--- config.mk ---
export PLATFORM = sky130hd
export DESIGN_NAME = display_scan_ctrl
export DESIGN_NICKNAME = d
export VERILOG_FILES = /design/src/rtl/display_scan_ctrl.sv
export SDC_FILE = /design/constraint.sdc
export NUM_CORES = 1
export LEC_CHECK = 0
export CORE_MARGIN = 5
export CORE_UTILIZATION = 35
export CTS_BUF_LIST = sky130_fd_sc_hd__clkbuf_8
export CTS_CLUSTER_SIZE = 20
export DETAILED_ROUTE_END_ITERATION = 16
export DONT_BUFFER_PORTS = 1
export PLACE_DENSITY_LB_ADDON = 0.3
export RECOVER_POWER = 50
export SKIP_LAST_GASP = 1
export SLEW_MARGIN = 5
export SYNTH_ARGS = -nofsm -noshare
export SYNTH_HDL_FRONTEND = slang
export SYNTH_SLANG_ARGS = --single-unit
--- constraint.sdc ---
create_clock -name clock -period 1.47 [get_ports clock]
set_input_delay 0.147 -clock clock [delete_from_list [all_inputs] [get_ports clock]]
set_output_delay 0.147 -clock clock [all_outputs]
set_load 0.01 [all_outputs]
--- src/rtl/display_scan_ctrl.sv ---
// Scan sequencer for a 4-digit multiplexed 7-segment display: digit-select
// prescaler, frame-synchronous blink and one-shot message arbitration.
module display_scan_ctrl #(
  parameter int DIV          = 50000,
  parameter int BLINK_FRAMES = 64,
  parameter int MSG_FRAMES   = 256
) (
  input  logic       clock,
  input  logic       reset,
  input  logic       enable,
  input  logic       blink_en,
  input  logic       msg_req,
  input  logic [1:0] msg_code,
  output logic [1:0] contador,
  output logic       frame_tick,
  output logic       blank,
  output logic       msg_active,
  output logic [1:0] msg_sel,
  output logic       msg_ack,
  output logic       busy
);

  localparam int PW = (DIV > 1) ? $clog2(DIV) : 1;
  localparam int BW = (BLINK_FRAMES > 1) ? $clog2(BLINK_FRAMES) : 1;
  localparam int MW = (MSG_FRAMES > 1) ? $clog2(MSG_FRAMES) : 1;
  localparam logic [PW-1:0] P_LAST = PW'(DIV - 1);
  localparam logic [BW-1:0] B_LAST = BW'(BLINK_FRAMES - 1);
  localparam logic [MW-1:0] M_LAST = MW'(MSG_FRAMES - 1);

  typedef enum logic [1:0] {S_IDLE, S_SYNC, S_SHOW} state_t;

  state_t        r_state;
  state_t        w_state_nxt;
  logic [PW-1:0] r_presc;
  logic [BW-1:0] r_blink_cnt;
  logic          r_phase;
  logic [MW-1:0] r_frame_cnt;

  logic w_slot_end;
  logic w_blink_wrap;
  logic w_phase_nxt;
  logic w_accept;
  logic w_frame_inc;
  logic w_msg_active_nxt;

  always_comb begin
    w_slot_end   = (r_presc == P_LAST);
    w_blink_wrap = frame_tick && (r_blink_cnt == B_LAST);
    w_phase_nxt  = enable && (r_phase ^ w_blink_wrap);
  end

  // Message controller; disabling the display aborts any message in flight.
  always_comb begin
    w_state_nxt = r_state;
    w_accept    = 1'b0;
    w_frame_inc = 1'b0;
    if (!enable) begin
      w_state_nxt = S_IDLE;
    end else begin
      case (r_state)
        S_IDLE: begin
          if (msg_req) begin
            w_state_nxt = S_SYNC;
            w_accept    = 1'b1;
          end
        end
        S_SYNC: begin
          if (frame_tick) w_state_nxt = S_SHOW;
        end
        S_SHOW: begin
          if (frame_tick) begin
            if (r_frame_cnt == M_LAST) w_state_nxt = S_IDLE;
            else                       w_frame_inc = 1'b1;
          end
        end
        default: w_state_nxt = S_IDLE;
      endcase
    end
    w_msg_active_nxt = (w_state_nxt == S_SHOW);
  end

  always_ff @(posedge clock) begin
    if (reset) begin
      r_state     <= S_IDLE;
      r_presc     <= '0;
      r_blink_cnt <= '0;
      r_phase     <= 1'b0;
      r_frame_cnt <= '0;
      contador    <= 2'd0;
      frame_tick  <= 1'b0;
      blank       <= 1'b1;
      msg_active  <= 1'b0;
      msg_sel     <= 2'd0;
      msg_ack     <= 1'b0;
      busy        <= 1'b0;
    end else begin
      r_state    <= w_state_nxt;
      msg_active <= w_msg_active_nxt;
      busy       <= (w_state_nxt != S_IDLE);
      msg_ack    <= w_accept;
      if (w_accept) msg_sel <= msg_code;
      if (r_state == S_SYNC)  r_frame_cnt <= '0;
      else if (w_frame_inc)   r_frame_cnt <= r_frame_cnt + MW'(1);
      // Uses next-cycle phase/message state so blank lines up with msg_active.
      blank <= !enable || (blink_en && w_phase_nxt && !w_msg_active_nxt);
      if (!enable) begin
        r_presc     <= '0;
        contador    <= 2'd0;
        frame_tick  <= 1'b0;
        r_blink_cnt <= '0;
        r_phase     <= 1'b0;
      end else begin
        frame_tick <= w_slot_end && (contador == 2'd3);
        if (w_slot_end) begin
          r_presc  <= '0;
          contador <= contador + 2'd1;
        end else begin
          r_presc <= r_presc + PW'(1);
        end
        if (frame_tick) begin
          r_blink_cnt <= w_blink_wrap ? '0 : r_blink_cnt + BW'(1);
          r_phase     <= w_phase_nxt;
        end
      end
    end
  end

endmodule

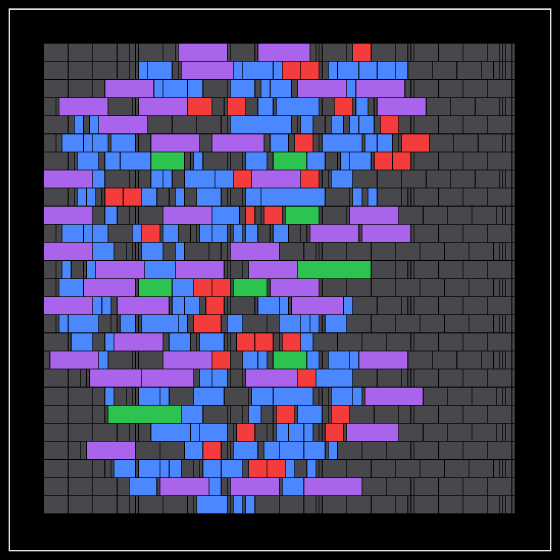
(images/cell_classes.png)
Fill, decap, tap and diode cells in grey.
flops -> purple  # cells 42
other buffers and delay cells -> red  # cells 34
all other logic -> blue  # cells 146
clock drivers and dummy loads -> green  # cells 8
CORE AREA: 5010 um^2
Core Util, Final: 47.7%
row count: 26
Finished Cell Area: 2390 um^2

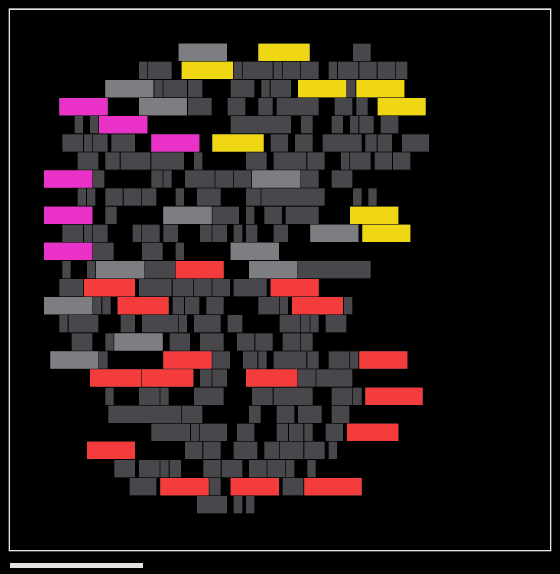
(images/registers.png)
Bar = 20 um. Other sequential cells in the stronger grey, the rest of the logic in the fainter grey.
`r_presc` -> red  # flops 16
`r_frame_cnt` -> yellow  # flops 8
`r_blink_cnt` -> magenta  # flops 6, where north-west
Seq power: 0.00115 W
FF/Latch Area: 861 um^2
flop share of the area: 36.0%

==> impl_metrics.env <==
# flow metrics
export IMPL_ir_drop_mv=0.802
export IMPL_power_group_top="registers"
export IMPL_fin_cells=300
export IMPL_viasPerCell=4.70
export IMPL_p_comb_w=0.0000515
export IMPL_cts_hold_buf=1
export IMPL_synth_main_ff_cell="dfxtp_1"
export IMPL_critPathKind="flop to flop"
export IMPL_topCombFamilyByArea="simple AND/OR/NAND/NOR gates"
export IMPL_synth_xor_area_share_pct=11.4
export IMPL_required_ns=1.69
export IMPL_edf_count=0
export IMPL_use_met1_pct=15.7
export IMPL_internal_power_w=0.00189
export IMPL_dr_pass1_iters=4
export IMPL_p_seq_share_pct=49.9
export IMPL_startpoint_type="flop"
export IMPL_clk_path_buf_depth=2
export IMPL_holdWs_ns=0.0139
export IMPL_ys_types=37
export IMPL_synthTopCellsByArea="dfxtp_1 (47%), xnor2_1 (6.9%), nor2_1 (6.8%)"
export IMPL_grt_pass1_vias=1352
export IMPL_cts_reportedPaths_clkPinSlew_ns=0.08
export IMPL_p_sw_w=0.000424
export IMPL_min_to="msg_sel[1]"
export IMPL_synth_flops=42
export IMPL_async_reset_ff_share_pct=0
export IMPL_top_usage_layer="met2"
export IMPL_portBuffers=0
export IMPL_die_w_um=81.2
export IMPL_status="finished clean"
export IMPL_pin_count=16
export IMPL_rsz0062_at_grt="true"
export IMPL_layout_top_cell="nor2_1"
export IMPL_grt_pass1_wl_mm=5.99
export IMPL_ys_seq_share_pct=47.4
export IMPL_setup_viol=0
export IMPL_fin_crit_ns=1.43
export IMPL_wl_met1_mm=1.82
export IMPL_routabilityCongestion=0.755
export IMPL_place_inst=289
export IMPL_tightest_slew_ns=0.353
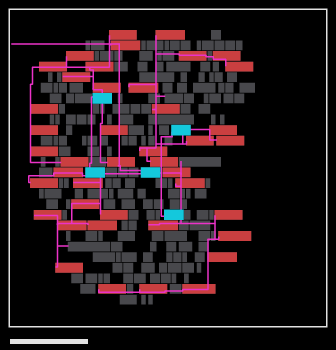
(images/clock_map.png)
Bar = 20 um.
cells driving clock nets -> cyan  # count 5
clock wires -> magenta  # length 503 um
flip-flops -> red  # count 42
routed clock nets = 6
P_clk: 0.00111 W
Worst Skew: 0.00492 ns
Late-Pin Clk Latency: 0.28 ns
power share of the clock group: 47.9%

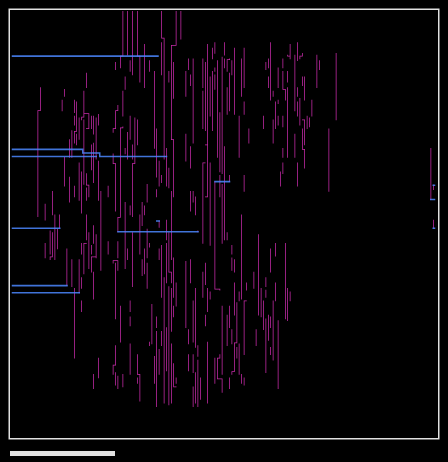
(images/metal_stack.png)
Bar = 20 um. Two of the layers only.
met2 -> magenta  # wire length 1670 um
met3 -> blue  # wire length 125 um
routed wire length: 3.65 mm
Vias: 1409
drt wl/cell: 12.2 um

==> how the worst max path moves through the flow <==
stage              startpoint        endpoint  cells after the start  slack [ns]
3_5_place_dp   r_frame_cnt[0]  r_frame_cnt[6]                      6       -0.08
5_1_grt           r_presc[10]     contador[1]                      6       -0.04
4_1_cts        r_frame_cnt[4]  r_frame_cnt[3]                      6      0.0008
2_1_floorplan      frame_tick  r_frame_cnt[7]                      4   -0.000003
3_3_place_gp   r_frame_cnt[0]  r_frame_cnt[6]                      6       -0.05
6_report           r_presc[7]     r_presc[14]                      4        0.04
==> final cells by class <==
| cell class | instances | area (um^2) | area share [%] |
|---|---|---|---|
| Timing Repair Buffer | 34 | 262 | 10.9 |
| Clock inverter | 2 | 60.1 | 2.51 |
| Clock buffer | 6 | 82.6 | 3.45 |
| Multi-Input combinational cell | 138 | 1010 | 42.2 |
| Inverter | 8 | 30.0 | 1.26 |
| Sequential cell | 42 | 861 | 36.0 |
| Tap cell | 70 | 87.6 | 3.66 |
==> sequential cells by signal (all words and copies together), names as in the netlist, 2 cells and up <==
name	count
contador	2
r_blink_cnt	6
r_frame_cnt	8
r_state	2
r_presc	16
msg_sel	2
==> through the flow <==
stage / TNS [ns] / total power, W / setup WS [ns] / utilization [%]
finish: 0 / 0.00231 / 0.0433 / 47.7
floorplan: -0.00000278 / 0.00121 / -0.00000278 / -
global placement: -0.0967 / 0.00123 / -0.0533 / 41.7
global route: -0.173 / 0.00241 / -0.0354 / 47.7
CTS: 0 / 0.00235 / 0.000818 / 45.5
detailed placement: -0.264 / 0.00123 / -0.0839 / 41.7
==> critical path, stage by stage, from the launching register on <==
cell and delay [ns]:
dfxtp_4 0.37, nand2_2 0.06, or3_4 0.40, or4_1 0.40, a21oi_1 0.13
Power and IR drop assume default switching activity.
